Figure 1. Sizing map.
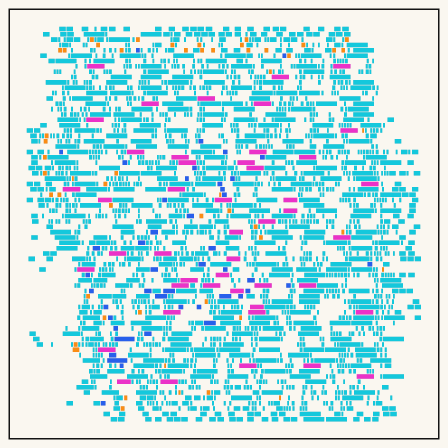
Figure 2. Zoomed window.
Region (153, 153) to (173, 173) um. Cells in grey, sequential cells in the stronger grey; small squares are vias.
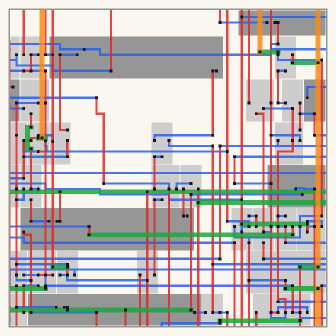
Figure 3. Pin placement.
Scale bar: 50 um. Pins as bars across the die edge, other pins in grey.
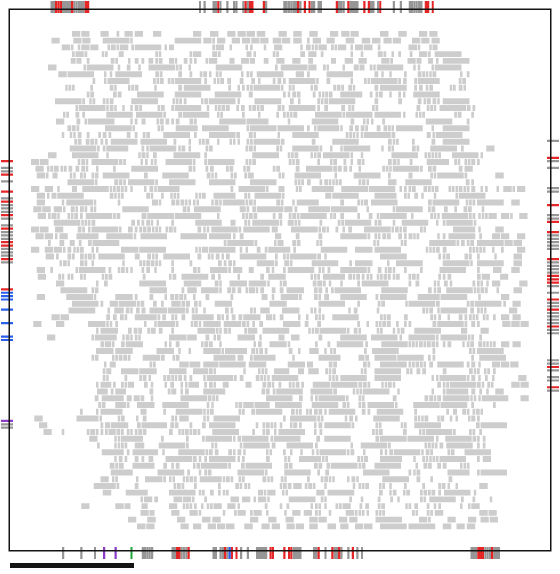
Figure 4. Placed standard cells.
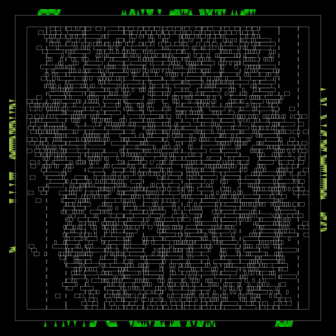
Figure 5. Local utilization.
22 x 22 tiles, from white (low) to dark blue (high), 0 to 100% covered.
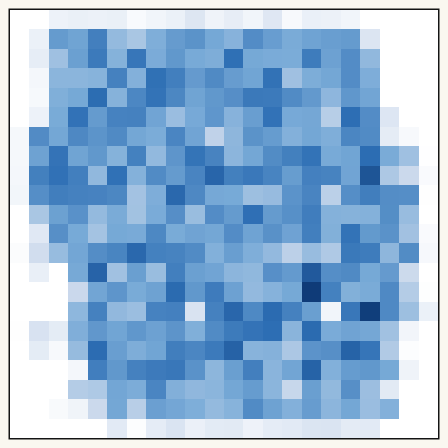
--- src/rtl/nl2_dbank_wr_rcv_buf.sv ---
// Write-data receive buffer feeding the data-bank write controller.
// Holds write beats (data + byte mask) in a small circular FIFO, flags
// partial-mask beats that need read-modify-write, and merges the bank
// read data into the head beat while the controller performs the RMW read.
module nl2_dbank_wr_rcv_buf #(
    parameter int DATA_WIDTH = 64,
    parameter int DEPTH      = 4,
    parameter int N_SRAM     = 4,
    localparam int MASK_WIDTH = DATA_WIDTH / 8,
    localparam int PTR_W      = $clog2(DEPTH),
    localparam int CNT_W      = PTR_W + 1
) (
    input  logic                  dbank_ctrl_clk,
    input  logic                  rst_a_n,
    input  logic                  flush,
    input  logic                  wr_valid,
    output logic                  wr_accept,
    input  logic [DATA_WIDTH-1:0] wr_data,
    input  logic [MASK_WIDTH-1:0] wr_mask,
    output logic                  rcv_valid,
    input  logic                  rcv_accept,
    output logic                  rcv_rmw_req,
    output logic [DATA_WIDTH-1:0] rcv_data,
    output logic [MASK_WIDTH-1:0] rcv_mask,
    input  logic [N_SRAM-1:0]     rmw_rd_data_sel,
    input  logic [DATA_WIDTH-1:0] rmw_rd_data,
    output logic [CNT_W-1:0]      rcv_count,
    output logic                  rmw_err
);

    typedef enum logic {
        IDLE = 1'b0,
        CAPT = 1'b1
    } mstate_t;

    // Expand a byte mask into a per-bit mask.
    function automatic logic [DATA_WIDTH-1:0] expand_mask(input logic [MASK_WIDTH-1:0] m);
        logic [DATA_WIDTH-1:0] res;
        res = '0;
        for (int i = 0; i < MASK_WIDTH; i++) begin
            res[i*8 +: 8] = {8{m[i]}};
        end
        return res;
    endfunction

    // Entry storage is intentionally not reset; validity comes from count.
    logic [DATA_WIDTH-1:0] ent_data [DEPTH];
    logic [MASK_WIDTH-1:0] ent_mask [DEPTH];
    logic                  ent_part [DEPTH];

    logic [PTR_W-1:0] wr_ptr;
    logic [PTR_W-1:0] rd_ptr;
    logic [CNT_W-1:0] count;
    mstate_t          mstate;
    mstate_t          mstate_nxt;
    logic             act;

    logic                  full;
    logic                  empty;
    logic                  sel_any;
    logic                  push;
    logic                  pop;
    logic                  start_merge;
    logic                  err_set;
    logic [DATA_WIDTH-1:0] head_bm;

    assign full        = (count == CNT_W'(DEPTH));
    assign empty       = (count == '0);
    assign sel_any     = |rmw_rd_data_sel;
    // act keeps wr_accept low while reset is asserted and for the first edge after.
    assign wr_accept   = act & ~full & ~flush;
    assign rcv_valid   = ~empty & (mstate != CAPT);
    assign push        = wr_valid & wr_accept;
    assign pop         = rcv_accept & rcv_valid;
    assign start_merge = (mstate == IDLE) & sel_any & ~empty;
    assign err_set     = sel_any & empty;
    assign head_bm     = expand_mask(ent_mask[rd_ptr]);

    // Head-beat view; gated so unreset storage never leaks to the outputs.
    assign rcv_data    = rcv_valid ? ent_data[rd_ptr] : '0;
    assign rcv_mask    = rcv_valid ? ent_mask[rd_ptr] : '0;
    assign rcv_rmw_req = rcv_valid & ent_part[rd_ptr];
    assign rcv_count   = count;

    // Merge FSM next-state: one capture cycle per RMW read, flush forces idle.
    always_comb begin
        mstate_nxt = mstate;
        case (mstate)
            IDLE:    if (start_merge) mstate_nxt = CAPT;
            CAPT:    mstate_nxt = IDLE;
            default: mstate_nxt = IDLE;
        endcase
        if (flush) mstate_nxt = IDLE;
    end

    // Merge FSM state register.
    always_ff @(posedge dbank_ctrl_clk or negedge rst_a_n) begin
        if (!rst_a_n) mstate <= IDLE;
        else          mstate <= mstate_nxt;
    end

    // Pointers, occupancy, error flag and the post-reset enable.
    always_ff @(posedge dbank_ctrl_clk or negedge rst_a_n) begin
        if (!rst_a_n) begin
            wr_ptr  <= '0;
            rd_ptr  <= '0;
            count   <= '0;
            rmw_err <= 1'b0;
            act     <= 1'b0;
        end else begin
            act <= 1'b1;
            if (flush) begin
                wr_ptr  <= '0;
                rd_ptr  <= '0;
                count   <= '0;
                rmw_err <= 1'b0;
            end else begin
                if (push) wr_ptr <= wr_ptr + PTR_W'(1);
                if (pop)  rd_ptr <= rd_ptr + PTR_W'(1);
                case ({push, pop})
                    2'b10:   count <= count + CNT_W'(1);
                    2'b01:   count <= count - CNT_W'(1);
                    default: count <= count;
                endcase
                if (err_set) rmw_err <= 1'b1;
            end
        end
    end

    // Entry writes: push at the tail, merge into the head during capture.
    // The two never alias: a push needs a free slot, the head is occupied.
    always_ff @(posedge dbank_ctrl_clk) begin
        if (push) begin
            ent_data[wr_ptr] <= wr_data;
            ent_mask[wr_ptr] <= wr_mask;
            ent_part[wr_ptr] <= ~&wr_mask;
        end
        if ((mstate == CAPT) && !flush) begin
            ent_data[rd_ptr] <= (ent_data[rd_ptr] & head_bm) | (rmw_rd_data & ~head_bm);
            ent_mask[rd_ptr] <= '1;
            ent_part[rd_ptr] <= 1'b0;
        end
    end

endmodule

--- config.mk ---
export PLATFORM = sky130hd
export DESIGN_NAME = nl2_dbank_wr_rcv_buf
export DESIGN_NICKNAME = d
export VERILOG_FILES = /design/src/rtl/nl2_dbank_wr_rcv_buf.sv
export SDC_FILE = /design/constraint.sdc
export NUM_CORES = 1
export LEC_CHECK = 0
export ABC_AREA = 1
export CORE_MARGIN = 8
export CORE_UTILIZATION = 41
export CTS_BUF_LIST = sky130_fd_sc_hd__clkbuf_16
export DETAILED_ROUTE_END_ITERATION = 10
export PLACE_DENSITY = 0.59
export SYNTH_ARGS = -nofsm -noshare
export SYNTH_HDL_FRONTEND = slang
export SYNTH_SLANG_ARGS = --single-unit
export TNS_END_PERCENT = 1
--- constraint.sdc ---
create_clock -name dbank_ctrl_clk -period 4.5 [get_ports dbank_ctrl_clk]
set_input_delay 0.675 -clock dbank_ctrl_clk [delete_from_list [all_inputs] [get_ports dbank_ctrl_clk]]
set_output_delay 0.675 -clock dbank_ctrl_clk [all_outputs]
set_load 0.005 [all_outputs]
==> job_summary.md <==
## PnR job results

| Metric | Value |
|---|---|
| Critical Path Sink | `rcv_mask[7]` |
| Top cells by count | `1,013 x nand2_1, 406 x nand3_1, 256 x edfxtp_1, 103 x inv_1, 91 x nor2_1` |
| Yosys aoi share | `2.03%` |
| Port buffer count | `223` |
| Min Clock Period, post-route | `3900 ps` |
| Hold Crit Class | `flop to flop` |
| Biggest regs | `ent_data (256), ent_mask (32), ent_part (4)` |
| Vias in the first global route | `15,509` |
| Mapped cell area | `0.0167 mm^2` |
| Post_cts resized | `0` |
| Cell Type Count | `30` |
| Crit path max fanout | `27` |
| Initial antenna violation count | `1` |
| Count leader, synth | `nand2_1` |
| Hold_sp | `ent_mask[3][0]$_SDFFE_PP1P_` |
| Final setup margin | `roughly 600 ps` |
| Launch point of the worst reg-to-reg path | `rd_ptr[1]$_DFFE_PN0P_` |
| YS warnings | `0` |
| Syn_nets | `roughly 2,300` |
| WP data required | `approximately 3800 ps` |
| Hold_buf cts | `0` |
| Largest Register | `ent_data` |
| Critical Path End Type | `output port` |
| Total CTS buffers | `35` |
| Clock skew | `13.6 ps` |
| Hpwl dp | `33,800 um` |
| Setup_tns | `0 ps` |
| Unrepaired setup endpoints after global routing | `no` |
| Clk ins delay skew pair | `520 ps` |
| Number of flip-flops in the largest register | `256` |
| Width of the die | `218 um` |
| # nets final | `2,501` |
| Placed cell areas | `0.0195 mm^2` |
| Ys flop type | `edfxtp_1` |
| Final WL | `55,200 um` |
| Post-Route Utilization | `about half` |
| Post-Synth Simple-Gate Area | `between 30% and 40%` |
| Largest area contributor in the netlist | `edfxtp_1` |
| DRC Markers | `0` |
| Setup CP Type | `flop to output port` |
| Clk slew on worst S/H paths | `60 ps` |
| Leak Pwr | `9.06 nW` |
| Yosys xor share | `less than 1%` |
| Total power | `approximately 11 mW` |
| Clk buf depth | `3` |
| Htree depth | `2` |
| Final hold slack | `456 ps` |
| Fmax | `around 260 MHz` |
| Area fraction in mux cells | `0%` |
| Io pins | `224` |
| Worst slew pin tran | `958 ps` |
| Critical Path AT | `3230 ps` |
| Starting DRT DRC Count | `1,439` |
| Pwr dens | `552 mW/mm^2` |
| FF+latch count, synth | `around 300` |
| Tool Warnings | `34` |
| GRT Overall Usage | `22.9%` |
| Gpl congestion | `0.788` |
| CP Launch Type | `flop` |
| Hold Path Sink | `ent_mask[3][0]$_SDFFE_PP1P_` |
| TritonCTS clock tree | `built` |
| Layout area overhead | `22.8%` |
| Postcts setup bufs | `0` |
| CP startpoint | `rd_ptr[1]$_DFFE_PN0P_` |
| Outcome | `complete, no violations` |
| Die H | `about 220 um` |
| Max-slew headroom | `36.1%` |
| Hold Vio Cnt, Final | `0` |
| Routed vias/inst | `roughly 5.3` |
| Syn_area_per_cell | `about 7.7 um^2` |
| Yosys Chip Area | `0.0167 mm^2` |
| Maximum VDD drop | `0.382 mV` |
| Comb area leader | `simple AND/OR/NAND/NOR gates` |
| CTS sink count | `between 300 and 400` |
| Flip-flops with a built-in enable | `256` |
| Routed WL per cell | `19.0 um` |
| Total of max-cap violations | `0` |
| Final max-slew violation count | `0` |
| Share of cells above drive strength 1 | `6.03%` |
| Chip area | `0.0474 mm^2` |
| Synth Area in Adders | `less than 1%` |
| R2r setup slk | `approximately 960 ps` |
| First-pass GRT wire length | `86,500 um` |
| Period utilization | `86.7%` |
| Floorplan Utilization | `41.2%` |
| Post-route antenna net violation count | `0` |
| Reg2Reg Depth | `9` |
## Picture notes: Figure 1
legend:
  cyan:
    size: drive 1 or less
    cells: 2,228
    share: 94%
  blue:
    size: drive 3 to 4
    cells: 45
    share: 1.9%
  magenta:
    size: drive 6 and up
    cells: 46
    share: 1.9%
  orange:
    size: drive 2
    cells: 52
    share: 2.2%

## Picture notes: Figure 2
legend:
  red:
    layer: met2
  green:
    layer: met3
  blue:
    layer: met1
  orange:
    layer: met4
most frequent: nand2_1 (16), nand3_1 (9), edfxtp_1 (4)
cells with their middle in the window: 30
netlist names of flops here include: ent_data (4)
sequential cells in the window: 4

## Picture notes: Figure 3
legend:
  green:
    port: rcv_accept
    pins: 1
    direction: input
    edge: south
  red:
    port: wr_data
    pins: 64
    direction: input
    edge: 22 north, 19 south, 13 east, 10 west
  blue:
    port: wr_mask
    pins: 8
    direction: input
    edge: 7 west, 1 south
  purple:
    port: rcv_count
    pins: 3
    direction: output
    edge: 2 south, 1 west

## Picture notes: Figure 4
core region area: 0.0405 mm^2
row cnt: 74
FFs & Latches: 302
# fillers: 3,888
Non-Filler Instances: 2,904

## Picture notes: Figure 5
nearly empty tiles: 14%
tiles over 75% full: 3.7%
mean over tiles: 42%
densest ninth of the die: centre

[worst max-delay path, cell delays in order, from the launching register on]
cell,delay (ps)
dfrtp_4,590
clkinv_2,440
buf_4,520
nand2_1,130
nand2_2,230
inv_2,140
nor2_1,100
clkdlybuf4s50_1,530
[final cells by class]
cell class,count,area [um^2],area share (%)
sequential,302,8670,42.3
multi-input combinational,1637,7090,34.6
timing repair buffer,255,2580,12.6
clock buffer,37,926,4.52
tap,532,666,3.25
inverter,116,452,2.21
clock inverter,24,92.6,0.452
antenna,1,2.50,0.0122
[placed cells by master, fill, tap and decap left out]
cell             synthesis  routed
o21ai_1                 10      10
clkdlybuf4s50_1          0     223
ha_1                     8       8
o211ai_1                 4       4
clkinv_2                 0       5
nor2_2                   3       3
fa_1                     1       1
conb_1                   1       1
nor3_1                   1       1
nand2_2                 35      35
o31ai_1                  1       1
nand4_1                  4       4
edfxtp_1               256     256
nor2_1                  91      91
inv_1                  103     113
nand3_2                  1       1
inv_4                    5       5
nand3_1                406     402
clkinv_1                 0      10
nand2_1               1013    1008
or2_2                    1       1
clkbuf_16                0      37
dfxtp_1                 36      36
diode_2                  0       1
xnor2_1                  1       1
nand3_4                  0       4
buf_12                   0       9
a21oi_1                 17      17
buf_4                   10      23
dfrtp_4                  0       2
inv_2                    8       7
dfrtp_1                 10       8
o21ai_0                 33      33
nand2_4                  6      11
[per-layer routing]
layer / up-vias / global-route usage [%] / share of wire (%)
met3: 105 / 3.38 / 7.8
li1: 7456 / - / -
met5: - / 0 / 0
met1: 7306 / 29.5 / 42
met2: 652 / 38.9 / 48
met4: 0 / 7.53 / 3.0
[report_power, final]
part / switching [mW] / internal [mW]
logic: 3.38 / 1.74
clock network: 1.13 / 1.47
registers: 0.139 / 3.46
Power is estimated from default activity; no workload was simulated.
